[src/rtl/fp29i_to_fp16_pack_if.sv]
// Handshake bundle for the FP29i -> FP16 output formatter.
// master drives words in and accepts results; slave is the formatter.
interface fp29i_to_fp16_pack_if;
    logic        in_valid;
    logic        in_ready;
    logic        in_sgn;
    logic [5:0]  in_exp;
    logic [21:0] in_man_dn;
    logic        out_valid;
    logic        out_ready;
    logic [15:0] out_fp16;
    logic        out_ovf;
    logic        out_unf;
    logic        out_inx;

    modport master (
        output in_valid, in_sgn, in_exp, in_man_dn, out_ready,
        input  in_ready, out_valid, out_fp16, out_ovf, out_unf, out_inx
    );

    modport slave (
        input  in_valid, in_sgn, in_exp, in_man_dn, out_ready,
        output in_ready, out_valid, out_fp16, out_ovf, out_unf, out_inx
    );
endinterface

[src/rtl/fp29i_to_fp16_pack.sv]
// Renormalizes an FP29i word (sign, 6-bit exp, right-aligned 22-bit mantissa)
// and rounds it to IEEE FP16 with round-to-nearest-even; one word in flight.
//
// state | meaning
// IDLE  | waiting for an input word, in_ready high
// NORM  | leading-zero count and left-justify of the mantissa
// RND   | denormalize/round/overflow handling, result registered
// OUT   | result held until out_ready
module fp29i_to_fp16_pack #(
    parameter bit SAT_INF = 1'b1
) (
    input logic                  clk,
    input logic                  rst_n,
    fp29i_to_fp16_pack_if.slave  bus
);
    localparam logic [1:0] IDLE = 2'd0;
    localparam logic [1:0] NORM = 2'd1;
    localparam logic [1:0] RND  = 2'd2;
    localparam logic [1:0] OUT  = 2'd3;

    logic [1:0]         state_q;
    logic               sgn_q;
    logic [5:0]         exp_q;
    logic [21:0]        man_q;
    logic               zero_q;
    logic signed [7:0]  e_q;
    logic [21:0]        sig_q;
    logic               out_valid_q;
    logic [15:0]        out_fp16_q;
    logic               ovf_q, unf_q, inx_q;

    logic [4:0]         lz_d;
    logic signed [7:0]  e_d;
    logic [21:0]        sig_d;

    always_comb begin
        lz_d = 5'd0;
        for (int i = 0; i < 22; i++) begin
            if (man_q[i]) lz_d = 5'(21 - i);
        end
        e_d   = $signed({2'b00, exp_q}) - 8'sd16 - $signed({3'b000, lz_d});
        sig_d = man_q << lz_d;
    end

    logic signed [7:0]  sh_full;
    logic [4:0]         sh_amt;
    logic [21:0]        sig_sh;
    logic               lost;
    logic [9:0]         frac;
    logic               guard, sticky, round_up;
    logic [4:0]         exp_fld;
    logic [14:0]        rounded;
    logic [15:0]        res_d;
    logic               ovf_d, unf_d, inx_d;

    always_comb begin
        sh_full  = 8'sd1 - e_q;
        sh_amt   = 5'd0;
        if (e_q <= 8'sd0) sh_amt = (sh_full > 8'sd12) ? 5'd12 : sh_full[4:0];
        // bits pushed below the result are only ever needed for sticky
        sig_sh   = sig_q >> sh_amt;
        lost     = |(sig_q & ((22'd1 << sh_amt) - 22'd1));
        frac     = sig_sh[20:11];
        guard    = sig_sh[10];
        sticky   = (|sig_sh[9:0]) | lost;
        round_up = guard & (sticky | frac[0]);
        exp_fld  = (e_q >= 8'sd1) ? e_q[4:0] : 5'd0;
        rounded  = {exp_fld, frac} + {14'd0, round_up};

        res_d = {sgn_q, 15'd0};
        ovf_d = 1'b0;
        unf_d = 1'b0;
        inx_d = 1'b0;
        if (zero_q) begin
            res_d = {sgn_q, 15'd0};
        end else if (e_q >= 8'sd31) begin
            res_d = {sgn_q, SAT_INF ? 15'h7C00 : 15'h7BFF};
            ovf_d = 1'b1;
            inx_d = 1'b1;
        end else begin
            ovf_d = (rounded[14:10] == 5'h1F);
            res_d = {sgn_q, (ovf_d && !SAT_INF) ? 15'h7BFF : rounded};
            inx_d = guard | sticky;
            unf_d = inx_d & (exp_fld == 5'd0);
        end
    end

    always_ff @(posedge clk or negedge rst_n) begin
        if (!rst_n) begin
            state_q     <= IDLE;
            sgn_q       <= 1'b0;
            exp_q       <= 6'd0;
            man_q       <= 22'd0;
            zero_q      <= 1'b0;
            e_q         <= 8'sd0;
            sig_q       <= 22'd0;
            out_valid_q <= 1'b0;
            out_fp16_q  <= 16'd0;
            ovf_q       <= 1'b0;
            unf_q       <= 1'b0;
            inx_q       <= 1'b0;
        end else begin
            case (state_q)
                IDLE: if (bus.in_valid) begin
                    sgn_q   <= bus.in_sgn;
                    exp_q   <= bus.in_exp;
                    man_q   <= bus.in_man_dn;
                    state_q <= NORM;
                end
                NORM: begin
                    zero_q  <= (man_q == 22'd0);
                    e_q     <= e_d;
                    sig_q   <= sig_d;
                    state_q <= RND;
                end
                RND: begin
                    out_fp16_q  <= res_d;
                    ovf_q       <= ovf_d;
                    unf_q       <= unf_d;
                    inx_q       <= inx_d;
                    out_valid_q <= 1'b1;
                    state_q     <= OUT;
                end
                default: if (bus.out_ready) begin
                    out_valid_q <= 1'b0;
                    state_q     <= IDLE;
                end
            endcase
        end
    end

    assign bus.in_ready  = (state_q == IDLE);
    assign bus.out_valid = out_valid_q;
    assign bus.out_fp16  = out_fp16_q;
    assign bus.out_ovf   = ovf_q;
    assign bus.out_unf   = unf_q;
    assign bus.out_inx   = inx_q;
endmodule

[src/flat_wrapper.sv]
// flat-port wrapper written by rule: the top's interface ports become plain ports
module fp29i_to_fp16_pack_flat 
#(
    parameter bit SAT_INF = 1'b1
)
  (clk, rst_n, bus_in_valid, bus_in_sgn, bus_in_exp, bus_in_man_dn, bus_out_ready, bus_in_ready, bus_out_valid, bus_out_fp16, bus_out_ovf, bus_out_unf, bus_out_inx);
  fp29i_to_fp16_pack_if bus_i ();
  input logic clk;
  input logic rst_n;
  input wire logic [$bits(bus_i.in_valid)-1:0] bus_in_valid;
  input wire logic [$bits(bus_i.in_sgn)-1:0] bus_in_sgn;
  input wire logic [$bits(bus_i.in_exp)-1:0] bus_in_exp;
  input wire logic [$bits(bus_i.in_man_dn)-1:0] bus_in_man_dn;
  input wire logic [$bits(bus_i.out_ready)-1:0] bus_out_ready;
  output wire logic [$bits(bus_i.in_ready)-1:0] bus_in_ready;
  output wire logic [$bits(bus_i.out_valid)-1:0] bus_out_valid;
  output wire logic [$bits(bus_i.out_fp16)-1:0] bus_out_fp16;
  output wire logic [$bits(bus_i.out_ovf)-1:0] bus_out_ovf;
  output wire logic [$bits(bus_i.out_unf)-1:0] bus_out_unf;
  output wire logic [$bits(bus_i.out_inx)-1:0] bus_out_inx;
  assign bus_i.in_valid = bus_in_valid;
  assign bus_i.in_sgn = bus_in_sgn;
  assign bus_i.in_exp = bus_in_exp;
  assign bus_i.in_man_dn = bus_in_man_dn;
  assign bus_i.out_ready = bus_out_ready;
  assign bus_in_ready = bus_i.in_ready;
  assign bus_out_valid = bus_i.out_valid;
  assign bus_out_fp16 = bus_i.out_fp16;
  assign bus_out_ovf = bus_i.out_ovf;
  assign bus_out_unf = bus_i.out_unf;
  assign bus_out_inx = bus_i.out_inx;
  fp29i_to_fp16_pack #(.SAT_INF(SAT_INF)) u_core (.clk(clk), .rst_n(rst_n), .bus(bus_i));
endmodule
[config.mk]
export PLATFORM = sky130hd
export DESIGN_NAME = fp29i_to_fp16_pack_flat
export DESIGN_NICKNAME = d
export VERILOG_FILES = /design/src/rtl/fp29i_to_fp16_pack_if.sv /design/src/rtl/fp29i_to_fp16_pack.sv /design/src/flat_wrapper.sv
export SDC_FILE = /design/constraint.sdc
export NUM_CORES = 1
export LEC_CHECK = 0
export CAP_MARGIN = 0
export CORE_AREA = 2 2 129 131
export DETAILED_ROUTE_END_ITERATION = 7
export DIE_AREA = 0 0 131 133
export GPL_ROUTABILITY_DRIVEN = 0
export PLACE_DENSITY = 0.61
export SETUP_SLACK_MARGIN = 0.15
export SLEW_MARGIN = 20
export SYNTH_ARGS = -nofsm -noshare
export SYNTH_HDL_FRONTEND = slang
export SYNTH_SLANG_ARGS = --single-unit
[constraint.sdc]
create_clock -name clk -period 9 [get_ports clk]
set_input_delay 1.8 -clock clk [delete_from_list [all_inputs] [get_ports clk]]
set_output_delay 1.8 -clock clk [all_outputs]
set_load 0.02 [all_outputs]
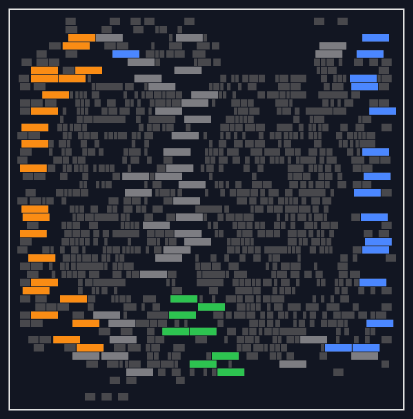
registers.png
Scale: 3 px per µm. Other sequential cells in the stronger grey, the rest of the logic in the fainter grey.
`u_core.man_q` -> orange  # sequential cells 22
`u_core.bus.out_fp16` -> blue  # sequential cells 16
`u_core.e_q` -> green  # sequential cells 8, where bottom centre
not coloured = 36
Reg area: 2050 µm²
Seq/total area: 25.7%
post-layout util: 49.5%

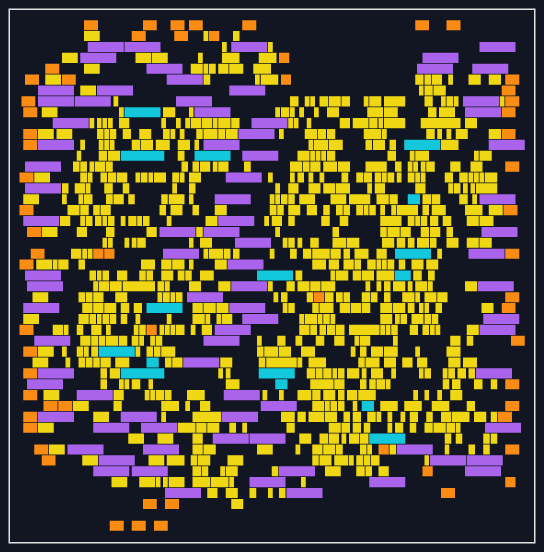
cell_classes.png
Scale: 4 px per µm.
all other logic -> yellow  # cells 723
clock drivers and dummy loads -> cyan  # cells 16
flip-flops -> purple  # cells 82
other buffers and delay cells -> orange  # cells 62
Core ar.: 16,200 µm²
FP Rows: 47
post-route cell area: 8000 µm²

==> flow_summary.ini <==
; flow metrics
[detailed_routing]
viasPerCell = 6.49
ant_nets = 0
first_pass_iters = 8
drt_wl_total_mm = 22.2
drc = 17

[final_timing]
maxSlewHeadroom_pct = 39.2
drv_slew = 0
layout_min_cycle_time_ns = 5.15
tightest_slew_ns = 0.913
setup_violations = 0

[flow_run]
warnings = 30

[critical_path]
crit_fanout = 19
cp-start-kind = flop
max_stage_delay_ns = 0.75
end_kind = flop
crit_top_cell = ha_1

[cts]
cts_buffers = 9
clock_latency_ns = 0.36
clk_path_buf_depth = 2

[logic_synthesis]
edf_count = 0
yosys_area_um2 = 7050
syn-instance-count = 860
ys_seq_share_pct = 29.1
yosys-top-cells-area = dfrtp_1 (29%), mux2_2 (5.6%), nor2_1 (4.4%)
ff_type = dfrtp_1
synth_area_um2 = 7050
synth_area_per_cell_um2 = 8.20
post_synth_num_cell_types = 95

[final_layout]
nNetsFinal = 926
area.growth.synth_to_final_pct = 13.5
final_cells = 1103
n_fill_cell = 1541
final_common_cell = nor2_1
drive_gt1_share_pct = 11.3

[global_route]
grt_pass1_vias = 6733

[placed_design]
io_buffers = 53
dp_cells = 1087
hpwl_mm = 16.4

[floorplan]
io_pins = 54
die_h_um = 133
fp_util_pct = 43.6

[run_status]
violations = design-rule violations
run_status = finished, violations left
## Yosys cell counts (9+ instances only)
library cell	number
o211ai_1	9
a31oi_1	14
a21oi_1	60
mux2i_1	15
clkbuf_1	35
ha_1	14
o21ai_0	49
a211oi_1	18
nand3_1	31
nand2_1	79
buf_2	12
xnor2_1	12
o21ai_1	10
nor3_1	18
mux2_2	35
a22oi_1	12
o2bb2ai_1	11
nor2_1	83
and3_1	10
o31ai_1	9
dfrtp_1	82
nand4_1	9
inv_1	32
## area by class of cell
type | count | area (µm²) | area share [%]
Clock buffer | 9 | 225 | 2.82
Clock inverter | 7 | 106 | 1.33
Inverter | 38 | 143 | 1.78
Multi-Input combinational cell | 685 | 4600 | 57.5
Sequential cell | 82 | 2050 | 25.7
Tap cell | 220 | 275 | 3.44
Timing Repair Buffer | 62 | 596 | 7.45
## flip-flops by register name (all words and copies together) (netlist names), 2 cells and up
register	cells
u_core.bus.out_fp16	16
u_core.e_q	8
u_core.exp_q	6
u_core.man_q	22
u_core.sig_q	22
u_core.state_q	2
## worst paths after layout
kind	from	end	slack, ns	cells after the start
setup / recovery	u_core.e_q[1]$_DFFE_PN0P_	u_core.bus.out_ovf$_DFFE_PN0P_	3.85	14
hold / removal	u_core.bus.out_fp16[5]$_DFFE_PN0P_	u_core.bus.out_fp16[5]$_DFFE_PN0P_	0.49	1
setup reg to reg	u_core.e_q[1]$_DFFE_PN0P_	u_core.bus.out_ovf$_DFFE_PN0P_	3.85	14
hold reg to reg	u_core.bus.out_fp16[5]$_DFFE_PN0P_	u_core.bus.out_fp16[5]$_DFFE_PN0P_	0.49	1
max in group asynchronous	rst_n	u_core.man_q[0]$_DFFE_PN0P_	6.60	2
min in group asynchronous	rst_n	u_core.bus.out_fp16[13]$_DFFE_PN0P_	1.30	1
## logic make-up after synthesis
| kind of cell | Yosys count | share of synthesized area (%) |
|---|---|---|
| AOI/OAI and AO/OA | 303 | 31.2 |
| and+or+nand+nor | 296 | 20.7 |
| buffers and inverters | 93 | 5.59 |
| DFF | 82 | 29.1 |
| muxes | 52 | 8.25 |
| xor gates and xnor gates | 19 | 2.36 |
| adders and majority gates | 15 | 2.77 |
## metrics by stage
step	util, %	setup WS, ns	hold slack (ns)	cell area [µm²]
floorplan	-	4.91	0.474	7050
global placement	47.4	4.24	0.468	7670
detailed placement	47.4	4.01	0.473	7670
CTS	49.5	3.97	0.491	8000
global route	49.5	3.55	0.511	8000
finish	49.5	3.85	0.489	8000
## critical path: cells and delay by family, from the launching register on
family          cells  cell delay (ns)
fa+ha+maj           2             0.97
simple gates        7             2.00
compound gates      4             1.07
buf+inv             1             0.29
flops               1             0.72
## layer usage
layer,wire length [µm],up-vias,track usage (%)
met5,0,-,0
met4,1050,0,14.1
met3,1650,88,4.89
met2,10300,395,41.2
met1,9150,3376,34.2
li1,-,3295,-
